$ cat config.mk
export PLATFORM = sky130hd
export DESIGN_NAME = alu_seq
export DESIGN_NICKNAME = d
export VERILOG_FILES = /design/src/rtl/alu_seq.sv
export SDC_FILE = /design/constraint.sdc
export NUM_CORES = 1
export LEC_CHECK = 0
export CAP_MARGIN = 10
export CORE_MARGIN = 4
export CORE_UTILIZATION = 48
export CTS_BUF_LIST = sky130_fd_sc_hd__clkbuf_4
export CTS_CLUSTER_DIAMETER = 80
export DETAILED_ROUTE_END_ITERATION = 6
export HOLD_SLACK_MARGIN = 0.03
export PLACE_DENSITY_LB_ADDON = 0.2
export SYNTH_ARGS = -nofsm -noshare
export SYNTH_HDL_FRONTEND = slang
export SYNTH_SLANG_ARGS = --single-unit
$ cat constraint.sdc
create_clock -name clk -period 4 [get_ports clk]
set_clock_uncertainty 0.1 [all_clocks]
set_input_delay 0.8 -clock clk [delete_from_list [all_inputs] [get_ports clk]]
set_output_delay 0.8 -clock clk [all_outputs]
set_load 0.02 [all_outputs]
$ cat src/rtl/alu_seq.sv
// Multi-cycle execute-stage ALU: single-cycle logic/arith ops plus iterative
// shift-add multiply and restoring unsigned divide/remainder, one bit per cycle.
module alu_seq #(
    parameter int unsigned WIDTH = 16,
    parameter int unsigned SHW   = $clog2(WIDTH)
) (
    input  logic             clk,
    input  logic             rst,
    input  logic             in_valid,
    output logic             in_ready,
    input  logic [3:0]       opcode,
    input  logic [2:0]       funct3,
    input  logic [WIDTH-1:0] A,
    input  logic [WIDTH-1:0] B,
    output logic             out_valid,
    output logic [WIDTH-1:0] Y,
    output logic             Z,
    output logic             LT_s,
    output logic             busy
);

    localparam int unsigned CW = $clog2(WIDTH) + 1;

    localparam logic StIdle = 1'b0;
    localparam logic StRun  = 1'b1;

    localparam logic [1:0] IterMul  = 2'd0;
    localparam logic [1:0] IterDivu = 2'd1;
    localparam logic [1:0] IterRemu = 2'd2;

    logic             state_q, state_d;
    logic [CW-1:0]    cnt_q, cnt_d;
    logic [1:0]       iter_q, iter_d;
    logic [WIDTH-1:0] a_q, a_d;
    logic [WIDTH-1:0] b_q, b_d;
    logic [WIDTH-1:0] acc_q, acc_d;
    logic [WIDTH-1:0] y_q, y_d;
    logic             z_q, z_d;
    logic             lt_q, lt_d;
    logic             lt_pend_q, lt_pend_d;
    logic             out_valid_q, out_valid_d;

    logic             is_iter;
    logic [1:0]       iter_sel;
    logic [WIDTH-1:0] simple_y;
    logic [SHW-1:0]   shamt;
    logic             operands_lt;

    logic [WIDTH:0]   rem_shift;
    logic [WIDTH:0]   rem_diff;
    logic [WIDTH-1:0] step_a, step_b, step_acc;
    logic [WIDTH-1:0] iter_result;

    assign shamt       = B[SHW-1:0];
    assign operands_lt = $signed(A) < $signed(B);

    // Decode of the op presented at the input; undefined encodings yield zero.
    always_comb begin
        is_iter  = 1'b0;
        iter_sel = IterMul;
        simple_y = '0;
        case (opcode)
            4'b0000: begin
                case (funct3)
                    3'b000: simple_y = A + B;
                    3'b001: simple_y = A - B;
                    3'b010: begin
                        is_iter  = 1'b1;
                        iter_sel = IterMul;
                    end
                    3'b011: begin
                        is_iter  = 1'b1;
                        iter_sel = IterDivu;
                    end
                    3'b100: begin
                        is_iter  = 1'b1;
                        iter_sel = IterRemu;
                    end
                    default: simple_y = '0;
                endcase
            end
            4'b0001: begin
                case (funct3)
                    3'b000:  simple_y = A & B;
                    3'b001:  simple_y = A | B;
                    3'b010:  simple_y = A ^ B;
                    3'b011:  simple_y = ~A;
                    3'b100:  simple_y = A << shamt;
                    3'b101:  simple_y = A >> shamt;
                    3'b110:  simple_y = $signed(A) >>> shamt;
                    default: simple_y = '0;
                endcase
            end
            4'b0100, 4'b0111, 4'b1000: simple_y = A + B;
            4'b0101: simple_y = A & B;
            4'b0110: simple_y = A | B;
            default: simple_y = '0;
        endcase
    end

    // One iteration step. a_q: multiplicand / dividend-then-quotient,
    // b_q: multiplier / divisor, acc_q: product / partial remainder.
    assign rem_shift = {acc_q, a_q[WIDTH-1]};
    assign rem_diff  = rem_shift - {1'b0, b_q};

    always_comb begin
        step_a   = a_q;
        step_b   = b_q;
        step_acc = acc_q;
        if (iter_q == IterMul) begin
            if (b_q[0]) begin
                step_acc = acc_q + a_q;
            end
            step_a = a_q << 1;
            step_b = b_q >> 1;
        end else if (rem_shift >= {1'b0, b_q}) begin
            step_acc = rem_diff[WIDTH-1:0];
            step_a   = {a_q[WIDTH-2:0], 1'b1};
        end else begin
            step_acc = rem_shift[WIDTH-1:0];
            step_a   = {a_q[WIDTH-2:0], 1'b0};
        end
    end

    assign iter_result = (iter_q == IterDivu) ? step_a : step_acc;

    always_comb begin
        state_d     = state_q;
        cnt_d       = cnt_q;
        iter_d      = iter_q;
        a_d         = a_q;
        b_d         = b_q;
        acc_d       = acc_q;
        y_d         = y_q;
        z_d         = z_q;
        lt_d        = lt_q;
        lt_pend_d   = lt_pend_q;
        out_valid_d = 1'b0;
        if (state_q == StIdle) begin
            if (in_valid) begin
                if (is_iter) begin
                    state_d   = StRun;
                    cnt_d     = CW'(WIDTH);
                    iter_d    = iter_sel;
                    a_d       = A;
                    b_d       = B;
                    acc_d     = '0;
                    lt_pend_d = operands_lt;
                end else begin
                    y_d         = simple_y;
                    z_d         = (simple_y == '0);
                    lt_d        = operands_lt;
                    out_valid_d = 1'b1;
                end
            end
        end else begin
            a_d   = step_a;
            b_d   = step_b;
            acc_d = step_acc;
            cnt_d = cnt_q - CW'(1);
            if (cnt_q == CW'(1)) begin
                state_d     = StIdle;
                y_d         = iter_result;
                z_d         = (iter_result == '0);
                lt_d        = lt_pend_q;
                out_valid_d = 1'b1;
            end
        end
    end

    always_ff @(posedge clk) begin
        if (rst) begin
            state_q     <= StIdle;
            cnt_q       <= '0;
            iter_q      <= IterMul;
            a_q         <= '0;
            b_q         <= '0;
            acc_q       <= '0;
            y_q         <= '0;
            z_q         <= 1'b0;
            lt_q        <= 1'b0;
            lt_pend_q   <= 1'b0;
            out_valid_q <= 1'b0;
        end else begin
            state_q     <= state_d;
            cnt_q       <= cnt_d;
            iter_q      <= iter_d;
            a_q         <= a_d;
            b_q         <= b_d;
            acc_q       <= acc_d;
            y_q         <= y_d;
            z_q         <= z_d;
            lt_q        <= lt_d;
            lt_pend_q   <= lt_pend_d;
            out_valid_q <= out_valid_d;
        end
    end

    assign in_ready  = (state_q == StIdle);
    assign busy      = ~in_ready;
    assign out_valid = out_valid_q;
    assign Y         = y_q;
    assign Z         = z_q;
    assign LT_s      = lt_q;

endmodule

### Local utilization

Drawn at 2 px/µm. The die is cut into 15 by 15 equal tiles; black is low, pale yellow is high, 0 to 100% covered.
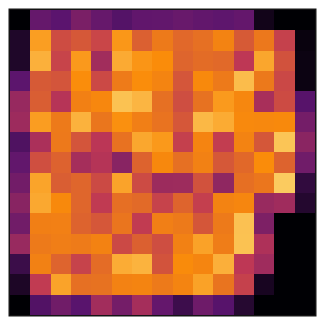
emptiest ninth of the die: south-east
tiles over 75% full: 15%
fullest tile: 89%
mean over tiles: 53%
nearly empty tiles: 6.7%
core utilization before placement: 0.492
core area: 0.0204 mm²
final core utilization: 0.621

### Cells colored by class

Drawn at 2 px/µm. Fill, decap, tap and diode cells in gray.
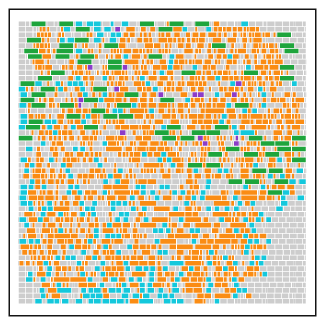
| class | color | cells | share of their area |
|---|---|---|---|
| other buffers and delay cells | cyan | 313 | 21% |
| clock drivers and dummy loads | purple | 16 | 0.96% |
| flip-flops | green | 76 | 12% |
| all other logic | orange | 1178 | 66% |
sequential cell area share: 0.121
Non-Filler Cell Area, Final: 0.0126 mm²
placement row count: 52

### Zoomed window

Region (64, 64) to (89, 89) µm. Cells in gray, sequential cells in the stronger gray; small squares are vias.
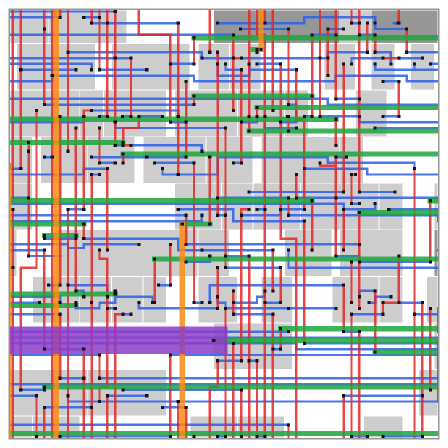
| layer | color |
|---|---|
| met5 | purple |
| met1 | blue |
| met4 | orange |
| met2 | red |
| met3 | green |
netlist names of flops here include: a_q (1), b_q (1)
most frequent: ha_1 (9), mux2i_1 (5), buf_4 (5)
sequential cells in the window: 2
cells with their middle in the window: 46

==> ci_impl_report.md <==
## Implementation flow summary

| Metric | Value |
|---|---|
| Worst Reg-to-Reg Cells | 14 |
| Delay of the slowest critical-path stage | just under 0.6 ns |
| Clk pin slew, worst setup/hold paths | ~0.15 ns |
| Leading cell type by number of instances after synthesis | nor2_1 |
| Max-capacitance violation count | 0 |
| Maximum fanout along the worst path | 8 |
| Final min period | just under 4 ns |
| Yosys cell count | ~1400 |
| TNS Setup | 0 ns |
| IO Pins | between 60 and 70 |
| Largest delay contributor family on the critical path | simple AND/OR/NAND/NOR gates |
| WL per Instance | 22.2 µm |
| Highest Clock Rate | roughly 0.25 GHz |
| Height of the chip | around 150 µm |
| Area growth from synthesis to layout | 26.2% |
| Type of the setup path with the least slack | flop to flop |
| Total power | ~2.4 mW |
| Detailed Route Iter0 Violations | ~1600 |
| Area enclosed by the die boundary | between 0.02 and 0.025 mm² |
| TritonCTS clock tree | built |
| TritonRoute pass-1 iters | 5 |
| Slowest CP cell | or4_4 |
| Stages on worst setup path | 14 |
| RSZ-0062 raised after global routing | yes |
| All-layer global routing usage | 0.338 |
| Cell chain of the critical path | inv_1, ha_1, nand4_1, or4_4, a31o_4, o211ai_4, buf_4, mux2i_1, nor2_1, a21oi_1, and4bb_2, nand4b_1, or4_4, o21ai_1 |
| CP bufs+invs | 2 |
| Mapped Cells | 1351 |
| Post-DRT Antenna Nets | 0 |
| Flip-flops with a built-in enable | 0 |
| Tally of non-filler cells in the final layout | 1855 |
| R2r startpoint | b_q[3] |
| Fraction of the cycle the final worst path needs | 0.987 |
| Flop and latch count out of synthesis | approximately 76 |
| Number of antenna violations at the first check in global routing | 2 |
| H-tree levels | 3 |
| Sum of routed wire length over all layers | approximately 41000 µm |
| Via count | roughly 12000 |
| Power Density | roughly 190 mW/mm² |
| Final weighted congestion in routability-driven placement | around 1.1 |
| Maximum buffer depth of the clock tree | 2 |
| Worst endpoint data arrival time | between 4 and 5 ns |
| Final global-route overflow total | 0 |
| Outcome | completed |
| Hold Crit Endpoint | Y[9] |
| Root buffer selected by CTS | clkbuf_4 |
| Final max-slew violation count | 0 |
| Fraction of final layout cells sized beyond drive strength 1 | 0.216 |
| Commonest cells after routing, fill and taps aside | buf_4, nor2_1, a21oi_1 |
| Main synth FF type | dfxtp_1 |
| Log Warnings | roughly 63 |
| Proportion of netlist area held by the largest area contributor | 0.152 |
| Warning count from the yosys run | 0 |
| VDD IR-drop max | about 0.17 mV |
| First-pass GRT wire length | about 63000 µm |
| Cell type with the highest aggregate area in the netlist | dfxtp_1 |
| Critical path data required time | between 4 and 5 ns |
| Ranking of synthesized cells by instance count | nor2_1, a21oi_1, nand2_1, inv_1, ha_1 |
| Net total in the final layout | approximately 1700 |
| Count of endpoints failing setup in the final report | 0 |
| Placed Cells incl. Taps | approximately 1800 |
| Main area contributors | dfxtp_1, ha_1, mux2i_1, a21oi_1, mux4_2 |
| Die span in x | around 150 µm |
| Most used cell, CP | or4_4 |
| Critical path launch point type | flop |
| Worst-case register-to-register setup slack | 0.05 ns |
| Number of nets at floorplan | 1480 |
| Total placed instance area | around 0.012 mm² |
| Type of element capturing the critical path | flop |
| Least-Margin Pin Slew | slightly below 0.9 ns |
| Late-Pin Clk Latency | between 0.4 and 0.5 ns |
| Terminus of the critical flop-to-flop path | Z |
| Final hold vios | 0 |
| FFs w/ async S/R, synth | 0 |
| Worst min-delay path category | flop to flop |
| Largest net degree at the start of global routing | ~76 |
| Post-synthesis cell type count | a little under 90 |
| Sequential cell area fraction in the yosys report | 0.152 |
| Worst hold path cell count | 2 |
| Via density | ~6.4 |
| Number of buffers added on ports | about 62 |
| Static power due to leakage | ~5.4 nW |
| Most numerous logic cell after layout | buf_4 |
| Worst Hold Launch | Y[9] |
| CTS buffer count | 9 |
| Post-synthesis area per instance | about 7.4 µm² |
[what timing repair did]
item | in CTS | in global routing
setup endpoints to repair | 0 | 2
setup buffers | 0 | 5
gates resized | 0 | 5
[worst reg2reg max path: cells and delay by family, from the launching register on]
kind | cells | cell delay, ns
compound gates | 4 | 0.80
fa+ha+maj | 1 | 0.38
buf+inv | 2 | 0.29
flops | 1 | 0.36
mux | 1 | 0.21
simple gates | 6 | 1.74
[stage by stage]
| step | setup slack [ns] | hold WS [ns] |
|---|---|---|
| after CTS | 0.0350 | 0.378 |
| final | 0.0528 | 0.377 |
| after global placement | -0.185 | 0.342 |
| after detailed placement | -0.224 | 0.357 |
| after global routing | -0.00516 | 0.407 |
| after floorplan | 0.0134 | 0.357 |
[power by group]
part | internal [mW] | total, mW | switching [mW] | leakage (nW)
combinational | 0.555 | 1.20 | 0.641 | 4.72
clock | 0.130 | 0.447 | 0.318 | 0.0604
sequential | 0.775 | 0.789 | 0.0137 | 0.616
total | 1.46 | 2.43 | 0.973 | 5.40
[sequential cells by signal (all words and copies together) (netlist names)]
| name | flops |
|---|---|
| Y | 16 |
| a_q | 16 |
| acc_q | 16 |
| b_q | 16 |
| cnt_q | 5 |
| iter_q | 2 |
| LT_s | 1 |
| Z | 1 |
| busy | 1 |
| lt_pend_q | 1 |
| out_valid | 1 |
[layout make-up]
cell class / instances / area (µm²)
antenna: 2 / 5.00
tap: 270 / 338
fill: 1895 / 7730
clock inverter: 7 / 50.0
clock buffer: 9 / 67.6
multi-input combinational: 1088 / 7770
inverter: 90 / 338
timing repair buffer: 313 / 2540
sequential: 76 / 1530
[cells by family (layout without fill, tap and decap cells)]
| kind of cell | count (synthesis) | in the layout | synth area share |
|---|---|---|---|
| xor+xnor | 35 | 35 | 0.0306 |
| mux | 116 | 116 | 0.155 |
| flops | 76 | 76 | 0.152 |
| compound gates | 431 | 431 | 0.282 |
| buf+inv | 187 | 419 | 0.0747 |
| simple gates | 419 | 419 | 0.194 |
| fa+ha+maj | 87 | 87 | 0.111 |
| other cells | 0 | 2 | 0 |
[how the worst max path moves through the flow]
stage                       from  end  slack (ns)
final                     b_q[3]    Z        0.05
after global routing        A[0]    Z      -0.005
after CTS                 b_q[1]    Z        0.04
after detailed placement    A[0]    Z       -0.22
after global placement      A[0]    Z       -0.19
after floorplan             B[2]    Z        0.01
[layer usage]
layer | wire length [µm] | global-route usage | part of all wire | vias to the layer above
met2 | 17100 | 0.502 | 0.41 | 764
met1 | 17600 | 0.490 | 0.43 | 5577
met5 | 13 | 0 | 0.00032 | -
met3 | 4890 | 0.0798 | 0.12 | 105
li1 | - | - | - | 5436
met4 | 1600 | 0.0976 | 0.039 | 2
Power is estimated from default activity; no workload was simulated.
